### Clock wiring as the flow saved it

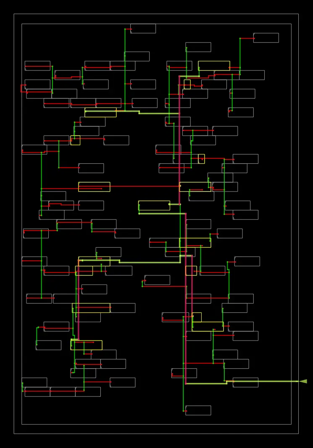
### Sequential cells coloured by netlist name

Scale bar: 20 um.
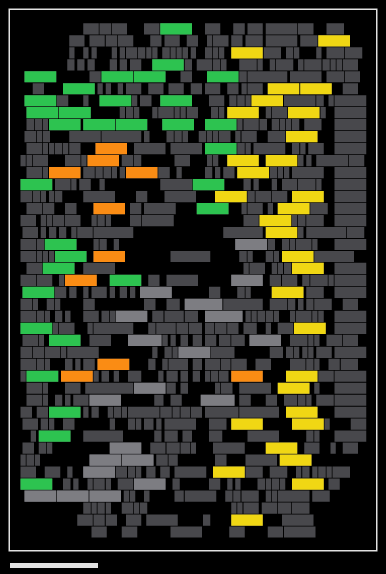
### Cell classes on the final placement

Fill, decap, tap and diode cells in grey.
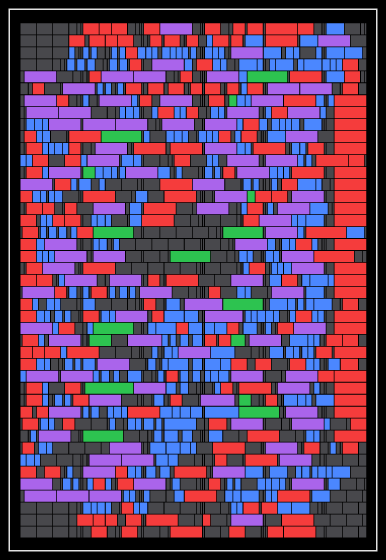
### Clock wires, drivers and flops

Scale bar: 20 um.
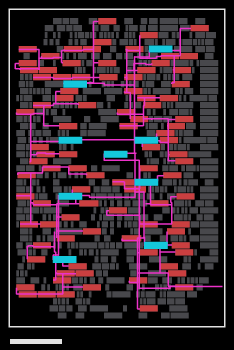
### Routed metal, one colour a layer

Scale bar: 20 um. Two of the layers only.
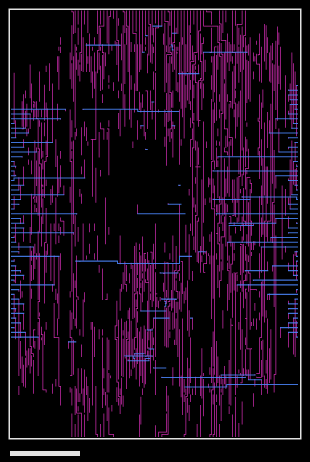
<file path="src/rtl/vpu_req_sink.sv">
// Consumer end of the VPU decoded-request channel: one instruction in flight,
// sequenced through SRAM read, execution launch/delay and SRAM write-back.
module vpu_req_sink #(
    parameter int SRAM_R_PORT_CNT = 3,
    parameter int ADDR_W          = 10,
    parameter int MAX_DELAY_LG2   = 4,
    parameter int OPCODE_W        = 6,
    parameter int OPFUNC_W        = 32,
    parameter int SRAM_RD_LAT     = 1
) (
    input  logic                              clk,
    input  logic                              rst,
    input  logic                              req_valid_i,
    output logic                              req_ready_o,
    input  logic [SRAM_R_PORT_CNT-1:0]        req_rvalid_i,
    input  logic [SRAM_R_PORT_CNT*ADDR_W-1:0] req_raddr_i,
    input  logic [ADDR_W-1:0]                 req_waddr_i,
    input  logic [MAX_DELAY_LG2-1:0]          req_delay_i,
    input  logic [OPCODE_W-1:0]               req_opcode_i,
    input  logic [OPFUNC_W-1:0]               req_op_func_i,
    output logic [SRAM_R_PORT_CNT-1:0]        sram_ren_o,
    output logic [SRAM_R_PORT_CNT*ADDR_W-1:0] sram_raddr_o,
    output logic                              exec_start_o,
    output logic [OPCODE_W-1:0]               exec_opcode_o,
    output logic [OPFUNC_W-1:0]               exec_op_func_o,
    output logic                              sram_wen_o,
    output logic [ADDR_W-1:0]                 sram_waddr_o,
    output logic                              done_o,
    output logic                              busy_o
);

    localparam int CNT_W = MAX_DELAY_LG2;
    // The shared counter also times the read wait, so SRAM_RD_LAT-1 must fit in CNT_W bits.
    localparam logic [CNT_W-1:0] RD_LAST = CNT_W'(SRAM_RD_LAT - 1);

    typedef enum logic [2:0] {
        S_IDLE,
        S_READ,
        S_WAIT_RD,
        S_EXEC,
        S_WRITE
    } state_t;

    state_t state, next_state;

    logic [CNT_W-1:0]                  cnt;
    logic [CNT_W-1:0]                  exec_last;
    logic [SRAM_R_PORT_CNT-1:0]        rvalid_q;
    logic [SRAM_R_PORT_CNT*ADDR_W-1:0] raddr_q;
    logic [ADDR_W-1:0]                 waddr_q;
    logic [MAX_DELAY_LG2-1:0]          delay_q;
    logic [OPCODE_W-1:0]               opcode_q;
    logic [OPFUNC_W-1:0]               op_func_q;
    logic                              accept;

    assign accept    = (state == S_IDLE) && req_valid_i;
    // A delay of 0 behaves as 1, so the last EXEC count is max(delay,1)-1.
    assign exec_last = (delay_q == '0) ? '0 : delay_q - CNT_W'(1);

    // NOTE: every variable in an always_comb gets a default first so no latch is inferred.
    always_comb begin
        next_state = state;
        unique case (state)
            S_IDLE:    if (req_valid_i) next_state = (req_rvalid_i != '0) ? S_READ : S_EXEC;
            S_READ:    next_state = S_WAIT_RD;
            S_WAIT_RD: if (cnt == RD_LAST) next_state = S_EXEC;
            S_EXEC:    if (cnt == exec_last) next_state = S_WRITE;
            S_WRITE:   next_state = S_IDLE;
            default:   next_state = S_IDLE;
        endcase
    end

    // NOTE: state registers use non-blocking assignments so all flops update from pre-edge values.
    always_ff @(posedge clk) begin
        if (rst) begin
            state     <= S_IDLE;
            cnt       <= '0;
            rvalid_q  <= '0;
            raddr_q   <= '0;
            waddr_q   <= '0;
            delay_q   <= '0;
            opcode_q  <= '0;
            op_func_q <= '0;
        end else begin
            state <= next_state;
            // Counter restarts on every state change and holds at 0 in IDLE, so it never wraps.
            if (next_state != state || state == S_IDLE) cnt <= '0;
            else                                        cnt <= cnt + CNT_W'(1);
            if (accept) begin
                rvalid_q  <= req_rvalid_i;
                raddr_q   <= req_raddr_i;
                waddr_q   <= req_waddr_i;
                delay_q   <= req_delay_i;
                opcode_q  <= req_opcode_i;
                op_func_q <= req_op_func_i;
            end
        end
    end

    // Strobes are suppressed while rst is high so a reset cycle never fires a read or write.
    assign req_ready_o    = (state == S_IDLE) && !rst;
    assign sram_ren_o     = (state == S_READ && !rst) ? rvalid_q : '0;
    assign exec_start_o   = (state == S_EXEC) && (cnt == '0) && !rst;
    assign sram_wen_o     = (state == S_WRITE) && !rst;
    assign done_o         = sram_wen_o;
    assign sram_waddr_o   = sram_wen_o ? waddr_q : '0;
    assign busy_o         = (state != S_IDLE);
    assign exec_opcode_o  = opcode_q;
    assign exec_op_func_o = op_func_q;

    always_comb begin
        sram_raddr_o = '0;
        for (int k = 0; k < SRAM_R_PORT_CNT; k++) begin
            if (sram_ren_o[k]) sram_raddr_o[k*ADDR_W +: ADDR_W] = raddr_q[k*ADDR_W +: ADDR_W];
        end
    end

endmodule

</file>
<file path="config.mk">
export PLATFORM = sky130hd
export DESIGN_NAME = vpu_req_sink
export DESIGN_NICKNAME = d
export VERILOG_FILES = /design/src/rtl/vpu_req_sink.sv
export SDC_FILE = /design/constraint.sdc
export NUM_CORES = 1
export LEC_CHECK = 0
export CAP_MARGIN = 10
export CORE_ASPECT_RATIO = 1.5
export CORE_MARGIN = 2
export CORE_UTILIZATION = 40
export CTS_CLUSTER_DIAMETER = 40
export CTS_CLUSTER_SIZE = 20
export DETAILED_ROUTE_END_ITERATION = 10
export HOLD_SLACK_MARGIN = 0.15
export PLACE_DENSITY = 0.82
export SLEW_MARGIN = 20
export SYNTH_ARGS = -nofsm -noshare
export SYNTH_HDL_FRONTEND = slang
export SYNTH_SLANG_ARGS = --single-unit
export TNS_END_PERCENT = 10
</file>
<file path="constraint.sdc">
create_clock -name clk -period 1.8 [get_ports clk]
set_clock_uncertainty 0.2 [all_clocks]
set_input_delay 0.27 -clock clk [delete_from_list [all_inputs] [get_ports clk]]
set_output_delay 0.27 -clock clk [all_outputs]
set_load 0.05 [all_outputs]
</file>
==> job_summary.md <==
## PnR job results

| Metric | Value |
|---|---|
| Outcome | `finished, violations left` |
| Failing checks | `negative setup slack` |
| Gr busiest metal | `met2` |
| Setup CP Type | `reg2out` |
| Ant diodes | `0` |
| Antenna violations before repair | `0` |
| Pwr top | `registers` |
| Comb area leader | `simple AND/OR/NAND/NOR gates` |
| Register area share after synthesis | `49.1%` |
| Number of global-route vias before repair | `3,755` |
| Gr usage total | `21.3%` |
| WL met1 | `4.41 mm` |
| Post-DRT Antenna Nets | `0` |
| Clk pwr share | `33.0%` |
| Complex-gate fraction of the synthesized area | `14.6%` |
| GRT met1 Usage | `23.1%` |
| Mapped Avg Cell Area | `7.77 um^2` |
| Reg2reg end | `state[0]` |
| Post-synth ARST share | `0%` |
| Register-to-register path setup slack | `80 ps` |
| Final setup TNS | `-12,270 ps` |
| Sequential share of power | `41.4%` |
| Hold path startpoint | `waddr_q[3]` |
| Chip area | `0.0102 mm^2` |
| DP Wirelength | `8.26 mm` |
| Largest net degree at the start of global routing | `44` |
| Nets@finish | `741` |
| Worst setup margin | `-328 ps` |
| Area growth syn-to-layout | `74.7%` |
| Top Metal Used | `met4` |
| Layout cells sized above 1 | `27.9%` |
| Grt met2 use | `38.3%` |
| FP Util | `40.8%` |
| CTS Hold Buffers Added | `1` |
| Commonest non-fill, non-tap cell in the layout | `nand2_1` |
| Worst-case clock buffer depth | `2` |
| Signal inverters | `4` |
| Routability Congestion | `0.774` |
| Final setup fails | `47` |
| Sequential cell area | `0.00185 mm^2` |
| CP Launch Point | `state[1]` |
| WL/cell | `15.6 um` |
About 'Clock wiring as the flow saved it':
total clock sinks: 92
Worst-Skew Late Latency: 340 ps
Num CTS Buffers: 9
CLK BUF: 10
Clock Power: 1.89 mW

About 'Sequential cells coloured by netlist name':
`raddr_q` -> yellow  # sequential cells 30, where a column on the right
`exec_op_func_o` -> green  # sequential cells 32
`waddr_q` -> orange  # sequential cells 10

About 'Cell classes on the final placement':
clock drivers and dummy loads -> green  # cells 16
combinational and other logic -> blue  # cells 353
flops -> purple  # cells 92
other buffers and delay cells -> red  # cells 195

About 'Clock wires, drivers and flops':
clock drivers -> cyan  # count 9
clock wires -> magenta  # length 1,100 um
flip-flops -> red  # count 92
flops lie = all over the die
routed clock nets = 10

About 'Routed metal, one colour a layer':
metal 2 -> magenta  # wire length 6,520 um
metal 3 -> blue  # wire length 780 um

No activity file was given, so power comes from the tool's default toggle rates.
